==> src/rtl/adder_pkg.sv <==
// Shared FSM state encoding and add/subtract mode constants for the bit-serial adder.
// Pure declarations: no latency and no flow control of its own.
package adder_pkg;

    typedef enum logic [1:0] {
        IDLE  = 2'd0,
        SHIFT = 2'd1,
        DONE  = 2'd2
    } state_e;

    localparam logic ADD = 1'b0;
    localparam logic SUB = 1'b1;

endpackage

==> src/rtl/fa_cell.sv <==
// One-bit full adder cell; the only arithmetic element in the serial datapath.
// Purely combinational, zero latency, no flow control.
module fa_cell (
    input  logic a,
    input  logic b,
    input  logic cin,
    output logic sum,
    output logic cout
);

    always_comb begin
        sum  = a ^ b ^ cin;
        cout = (a & b) | (a & cin) | (b & cin);
    end

endmodule

==> src/rtl/bit_serial_adder.sv <==
// Bit-serial two's complement add/subtract, LSB first through one fa_cell; result after WIDTH cycles.
// start_in only accepted in IDLE (busy_out/done_out high means it is ignored); one op per WIDTH+2 cycles.
module bit_serial_adder
    import adder_pkg::*;
#(
    parameter int WIDTH = 8
) (
    input  logic             clk_in,
    input  logic             rst_in,
    input  logic             start_in,
    input  logic             sub_in,
    input  logic [WIDTH-1:0] a_in,
    input  logic [WIDTH-1:0] b_in,
    input  logic             c_in,
    output logic             busy_out,
    output logic             done_out,
    output logic [WIDTH-1:0] sum_out,
    output logic             carry_out,
    output logic             overflow_out
);

    localparam int               IDX_W    = $clog2(WIDTH);
    localparam logic [IDX_W-1:0] LAST_IDX = IDX_W'(WIDTH - 1);

    state_e             state_q, state_d;
    logic [IDX_W-1:0]   idx_q, idx_d;
    logic [WIDTH-1:0]   a_q, a_d;
    logic [WIDTH-1:0]   b_q, b_d;
    logic               sub_q, sub_d;
    logic               carry_q, carry_d;
    logic               busy_q, busy_d;
    logic               done_q, done_d;
    logic [WIDTH-1:0]   sum_q, sum_d;
    logic               cout_q, cout_d;
    logic               ovf_q, ovf_d;

    logic fa_a, fa_b, fa_ci, fa_s, fa_co;

    fa_cell u_fa (
        .a    (fa_a),
        .b    (fa_b),
        .cin  (fa_ci),
        .sum  (fa_s),
        .cout (fa_co)
    );

    always_comb begin
        state_d = state_q;
        idx_d   = idx_q;
        a_d     = a_q;
        b_d     = b_q;
        sub_d   = sub_q;
        carry_d = carry_q;
        busy_d  = busy_q;
        done_d  = 1'b0;
        sum_d   = sum_q;
        cout_d  = cout_q;
        ovf_d   = ovf_q;

        // Subtract is A + ~B + ~borrow_in, so B and the initial carry are inverted per bit.
        fa_a  = a_q[0];
        fa_b  = b_q[0] ^ (sub_q == SUB);
        fa_ci = carry_q;

        case (state_q)
            IDLE: begin
                if (start_in) begin
                    state_d = SHIFT;
                    a_d     = a_in;
                    b_d     = b_in;
                    sub_d   = sub_in;
                    carry_d = c_in ^ (sub_in == SUB);
                    idx_d   = '0;
                    busy_d  = 1'b1;
                end
            end
            SHIFT: begin
                // A's register doubles as the result accumulator: sum bits enter at the top.
                a_d     = {fa_s, a_q[WIDTH-1:1]};
                b_d     = {1'b0, b_q[WIDTH-1:1]};
                carry_d = fa_co;
                if (idx_q == LAST_IDX) begin
                    state_d = DONE;
                    busy_d  = 1'b0;
                    done_d  = 1'b1;
                    sum_d   = {fa_s, a_q[WIDTH-1:1]};
                    cout_d  = fa_co;
                    ovf_d   = carry_q ^ fa_co;
                end else begin
                    idx_d = idx_q + IDX_W'(1);
                end
            end
            DONE: begin
                state_d = IDLE;
            end
            default: begin
                state_d = IDLE;
            end
        endcase
    end

    always_ff @(posedge clk_in) begin
        if (rst_in) begin
            state_q <= IDLE;
            idx_q   <= '0;
            a_q     <= '0;
            b_q     <= '0;
            sub_q   <= 1'b0;
            carry_q <= 1'b0;
            busy_q  <= 1'b0;
            done_q  <= 1'b0;
            sum_q   <= '0;
            cout_q  <= 1'b0;
            ovf_q   <= 1'b0;
        end else begin
            state_q <= state_d;
            idx_q   <= idx_d;
            a_q     <= a_d;
            b_q     <= b_d;
            sub_q   <= sub_d;
            carry_q <= carry_d;
            busy_q  <= busy_d;
            done_q  <= done_d;
            sum_q   <= sum_d;
            cout_q  <= cout_d;
            ovf_q   <= ovf_d;
        end
    end

    assign busy_out     = busy_q;
    assign done_out     = done_q;
    assign sum_out      = sum_q;
    assign carry_out    = cout_q;
    assign overflow_out = ovf_q;

endmodule

==> config.mk <==
export PLATFORM = sky130hd
export DESIGN_NAME = bit_serial_adder
export DESIGN_NICKNAME = d
export VERILOG_FILES = /design/src/rtl/adder_pkg.sv /design/src/rtl/fa_cell.sv /design/src/rtl/bit_serial_adder.sv
export SDC_FILE = /design/constraint.sdc
export NUM_CORES = 1
export LEC_CHECK = 0
export CAP_MARGIN = 5
export CORE_ASPECT_RATIO = 0.9
export CORE_MARGIN = 2
export CORE_UTILIZATION = 51
export CTS_CLUSTER_DIAMETER = 30
export DETAILED_ROUTE_END_ITERATION = 8
export PLACE_DENSITY = 0.75
export SLEW_MARGIN = 20
export SYNTH_ARGS = -nofsm -noshare
export SYNTH_HDL_FRONTEND = slang
export SYNTH_HIERARCHICAL = 1
export SYNTH_SLANG_ARGS = --single-unit
==> constraint.sdc <==
create_clock -name clk_in -period 2 [get_ports clk_in]
set_input_delay 0.3 -clock clk_in [delete_from_list [all_inputs] [get_ports clk_in]]
set_output_delay 0.3 -clock clk_in [all_outputs]
set_load 0.05 [all_outputs]
==> run_1/pinout.png <==
Pins as bars across the die edge, other pins in grey.
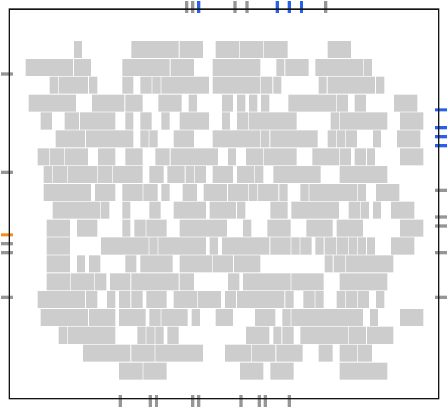
| colour | port | pins | direction | edge |
|---|---|---|---|---|
| blue | `sum_out` | 8 | output | 4 east, 4 north |
| orange | `c_in` | 1 | input | west |
all pins by edge: 9 east, 9 north, 9 south, 6 west
Die X: 65.2 um
Die Y: 59.1 um
# port buffers: 32

==> run_1/clock_wires.png <==
The bar under the picture is 20 um long.
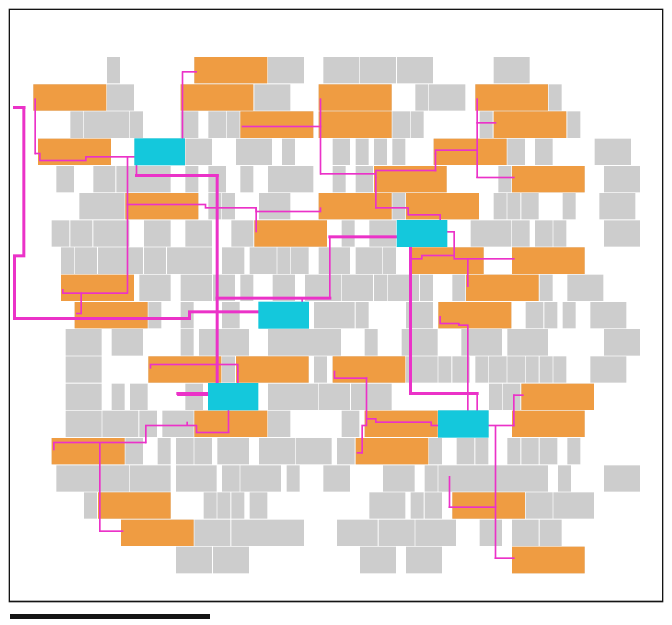
[magenta] clock wires | length: 420 um
[orange] flip-flops | count: 35
[cyan] clock-net drivers | count: 5
routed clock nets: 6
flops lie: spread over the die
Skew-Pair Late Insertion Delay: 0.29 ns
clock group power: 0.000633 W
Final Skew: 0.00519 ns
clock power share: 0.384

==> run_1/placed.png <==
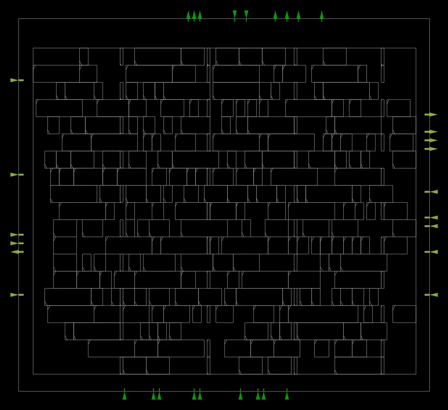
Tap Cells: 42
Cell Rows: 19

==> run_1/class_map.png <==
Fill, decap, tap and diode cells in grey.
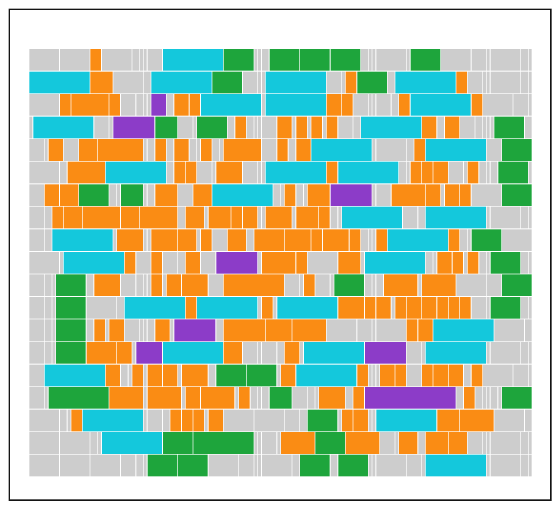
| colour | class | cells | share of their area |
|---|---|---|---|
| orange | remaining logic cells | 148 | 43% |
| purple | clock drivers and dummy loads | 8 | 5.4% |
| green | remaining buffers and delay cells | 37 | 18% |
| cyan | sequential cells | 35 | 34% |
sequential share of cell area: 0.327
Core Box Area: 3140 um^2
final core area utilization: 0.682

==> flow_summary.ini, run 1 <==
; generated from flow reports
[status]
status = finished, final reports clean

[clocking]
ctsResizeCount = 0
cts-root-buf = clkbuf_8

[layout]
finalInstanceArea_um2 = 2140
most-common-layout-cells = dfxtp_1 (35), clkdlybuf4s50_1 (32), a21oi_1 (30)
comb_area_um2 = 833
drive_gt1_frac = 0.136
fill_cells = 273

[timing]
period_needed_ns = 1.78
tightestPinTransition_ns = 0.603
relSlewSlack = 0.598
setup_slack_ns = 0.217

[run]
cap_violations = 0

[hold_path]
hold_path_depth = 2

[power_and_ir_drop]
combPwrFrac = 0.147
peakVddDrop_mv = 0.498
seqPwrFrac = 0.470
switching_share = 0.250
power_density_nw_per_um2 = 770
power.leakage_nw = 0.825
switchingPower_w = 0.000413

[grt]
antenna_found_initial = 0
grt_first_pass_wirelength_um = 6320
track_usage = 0.217

[logic_synthesis]
ys_ff = 35
synth.most_common_cell = dfxtp_1
common_cells = dfxtp_1 (35), a21oi_1 (30), nand2_1 (24), nor2_1 (24), inv_1 (14)
ys_warn_count = 6
synth-edff-count = 0
synthTopCellsByArea = dfxtp_1 (41%), a21oi_1 (8.7%), o221a_2 (6.6%)
synthArstFlopShare = 0

[route]
vias = 1478
routed_wl_um = 3670

[critical_path]
worstPathArrival_ns = 1.48
endpoint_kind = primary output
crit_slowest_cell = clkdlybuf4s50_1
==> run 1: cells by family after synthesis <==
group,share of synthesized area
xor gates and xnor gates,0.0153
and+or+nand+nor,0.171
DFF,0.408
adders and majority gates,0.0335
AOI/OAI and AO/OA,0.265
buffers and inverters,0.107
==> run 1: layout make-up <==
cell class,count,share of cell area
inverter,15,0.0275
multi-input combinational,133,0.389
sequential,35,0.327
timing repair buffer,37,0.179
clock buffer,5,0.0321
clock inverter,3,0.0205
tap,42,0.0245
==> run 1: sequential cells by signal (all words and copies together) (netlist names), 2 cells and up <==
signal,count
a_q,8
b_q,8
sum_out,8
idx_q,3
state_q,2
==> run 1: worst max path at each step <==
| stage | start | end | slack [ns] | cells past startpoint |
|---|---|---|---|---|
| floorplan | b_q[0] | a_q[7] | 0.62 | 3 |
| global placement | start_in | b_q[1] | 0.43 | 5 |
| detailed placement | start_in | a_q[7] | 0.40 | 5 |
| CTS | sum_out[3] | sum_out[3] | 0.21 | 1 |
| global route | sum_out[3] | sum_out[3] | 0.18 | 1 |
| finish | sum_out[3] | sum_out[3] | 0.22 | 1 |
==> run 1: power by group through the flow <==
stage	Sequential (W)	Clock (W)	Combinational (W)
after floorplan	0.000785	0	0.000164
after global placement	0.000788	0	0.000233
after detailed placement	0.000790	0	0.000241
after CTS	0.000774	0.000639	0.000244
after global routing	0.000780	0.000673	0.000271
final	0.000775	0.000633	0.000242
==> run 1: layer usage <==
metal  vias to the layer above  routed length, um  track usage  share of wire
met5                         -                  0            0              0
met4                         0                 59       0.0893          0.016
met3                         7                191       0.0532          0.052
met2                        39               1750        0.366           0.48
met1                       692               1660        0.267           0.45
li1                        740                  -            -              -
==> run_1/layers.png <==
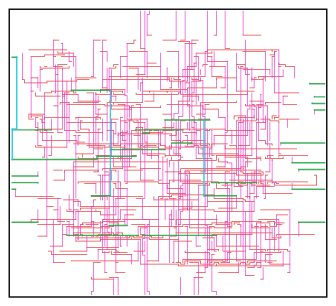

==> run 1 -> run 2 <==
--- a/config.mk
+++ b/config.mk
@@ -8,12 +8,12 @@
 export CAP_MARGIN = 5
 export CORE_ASPECT_RATIO = 0.9
 export CORE_MARGIN = 2
-export CORE_UTILIZATION = 51
+export CORE_UTILIZATION = 49
 export CTS_CLUSTER_DIAMETER = 30
 export DETAILED_ROUTE_END_ITERATION = 8
-export PLACE_DENSITY = 0.75
+export PLACE_DENSITY = 0.74
+export RECOVER_POWER = 50
 export SLEW_MARGIN = 20
 export SYNTH_ARGS = -nofsm -noshare
 export SYNTH_HDL_FRONTEND = slang
-export SYNTH_HIERARCHICAL = 1
 export SYNTH_SLANG_ARGS = --single-unit
==> run_2/layers.png <==
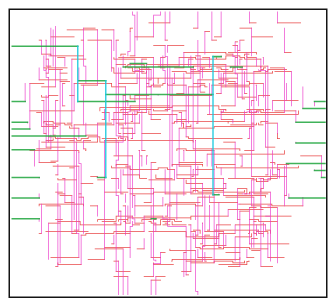
| colour | layer | wire length |
|---|---|---|
| magenta | M2 | 1,410 um |
| cyan | M4 | 57.1 um |
| red | M1 | 1,350 um |
| green | M3 | 154 um |
Vias: 1,224
final WL: 2970 um
Routed WL per cell: 12.7 um
GRT Overall Usage: 0.189

==> run_2/clock_wires.png <==
The bar under the picture is 20 um long.
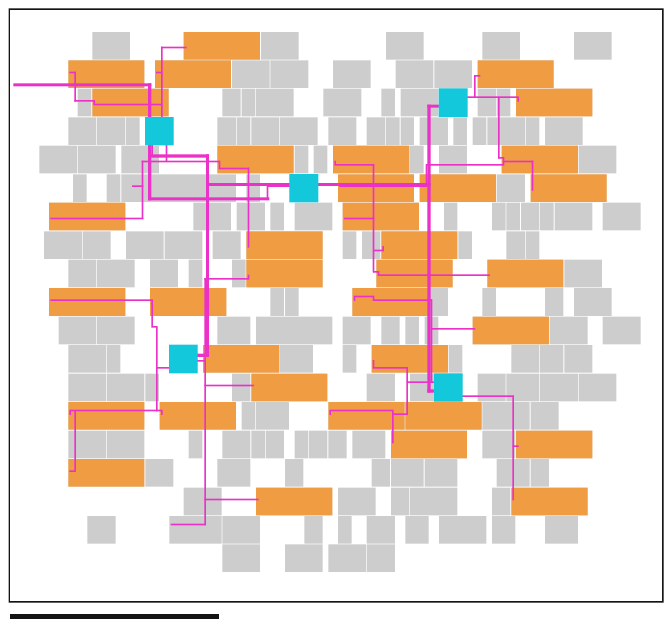
Skew-Pair Late Insertion Delay: 0.33 ns
Final Skew: 0.00674 ns
clock power share: 0.352
clock group power: 0.000526 W

==> flow_summary.ini, run 2 <==
; generated from flow reports
[critical_path]
endpoint_kind = primary output
worstPathArrival_ns = 1.50
critPathMaxFanout = 2
crit_slowest_cell = clkdlybuf4s50_1

[power_and_ir_drop]
power.leakage_nw = 0.763
power_density_nw_per_um2 = 783
peakVddDrop_mv = 0.644

[timing]
setup_slack_ns = 0.195
tightestPinTransition_ns = 0.562
period_needed_ns = 1.80
setup_viol = 0
relSlewSlack = 0.625

[grt]
grt.busiest_layer = met2
met1_usage = 0.231
grtUsageMet3 = 0.0561
grt_first_pass_wirelength_um = 5150
antenna_found_initial = 0
use_met2 = 0.311

[layout]
drive_gt1_frac = 0.0781
most-common-layout-cells = dfxtp_1 (35), clkdlybuf4s50_1 (31), nor2_1 (19), nand2_1 (19), a211oi_1 (16)
fill_cells = 296
finalInstanceArea_um2 = 1910
postLayoutCoreUtil = 0.638
comb_area_um2 = 712

[logic_synthesis]
synthTopCellsByArea = dfxtp_1 (47%), mux2i_1 (9.4%), a211oi_1 (8.0%)
yosysCellCount = 161
ys_warn_count = 0
ys_ff = 35
synth_area_per_cell_um2 = 9.30
synth.most_common_cell = dfxtp_1
synthArstFlopShare = 0
common_cells = dfxtp_1 (35), nand2_1 (19), nor2_1 (19)
synth-edff-count = 0

[place]
gp_congestion = 0.772
numPortBuffers = 32

[run]
cap_violations = 0

[clocking]
cts-root-buf = clkbuf_4
ctsResizeCount = 0

[status]
status = finished, final reports clean

[floorplan]
die_w_um = 62.3
core_um2 = 3000
die_h_um = 56.5

[hold_path]
hold_path_depth = 2
==> run 2: per-layer routing <==
metal,up-vias,part of all wire
met1,571,0.45
met5,-,0
met4,0,0.019
met2,30,0.47
li1,615,-
met3,8,0.052
==> run 2: worst max path at each step <==
stage                     startpoint          to  depth (start not counted)
after floorplan             idx_q[0]    idx_q[0]                          6
after global placement      start_in    idx_q[2]                          4
after detailed placement    start_in    idx_q[1]                          4
after CTS                 sum_out[7]  sum_out[7]                          1
after global routing      sum_out[7]  sum_out[7]                          1
final                     sum_out[6]  sum_out[6]                          1
==> run 2: power by group <==
part / switching (W) / internal [W] / total [W]
clock network: 0.000231 / 0.000295 / 0.000526
logic: 0.0000979 / 0.000109 / 0.000207
registers: 0.0000275 / 0.000736 / 0.000763
==> run 2: stage by stage <==
stage	hold WS [ns]	total power [W]
after global routing	0.488	0.00158
after CTS	0.463	0.00152
after global placement	0.441	0.000979
after floorplan	0.436	0.000921
final	0.459	0.00150
after detailed placement	0.448	0.000988
==> run 2: kinds of logic (layout without fill, tap and decap cells) <==
| group | count (synthesis) | in the layout | synth area share |
|---|---|---|---|
| fa+ha+maj | 4 | 4 | 0.0384 |
| simple gates | 51 | 51 | 0.158 |
| xor+xnor | 3 | 3 | 0.0175 |
| flops | 35 | 35 | 0.468 |
| compound gates | 38 | 38 | 0.168 |
| mux | 14 | 14 | 0.0936 |
| buf+inv | 16 | 47 | 0.0568 |
==> run 2: final cells by class <==
cell class                      instances  area share
Inverter                                3     0.00589
Clock inverter                          2      0.0183
Sequential cell                        35       0.367
Tap cell                               42      0.0275
Multi-Input combinational cell        110       0.373
Timing Repair Buffer                   36       0.182
Clock buffer                            6      0.0269
Power and IR drop assume default switching activity.
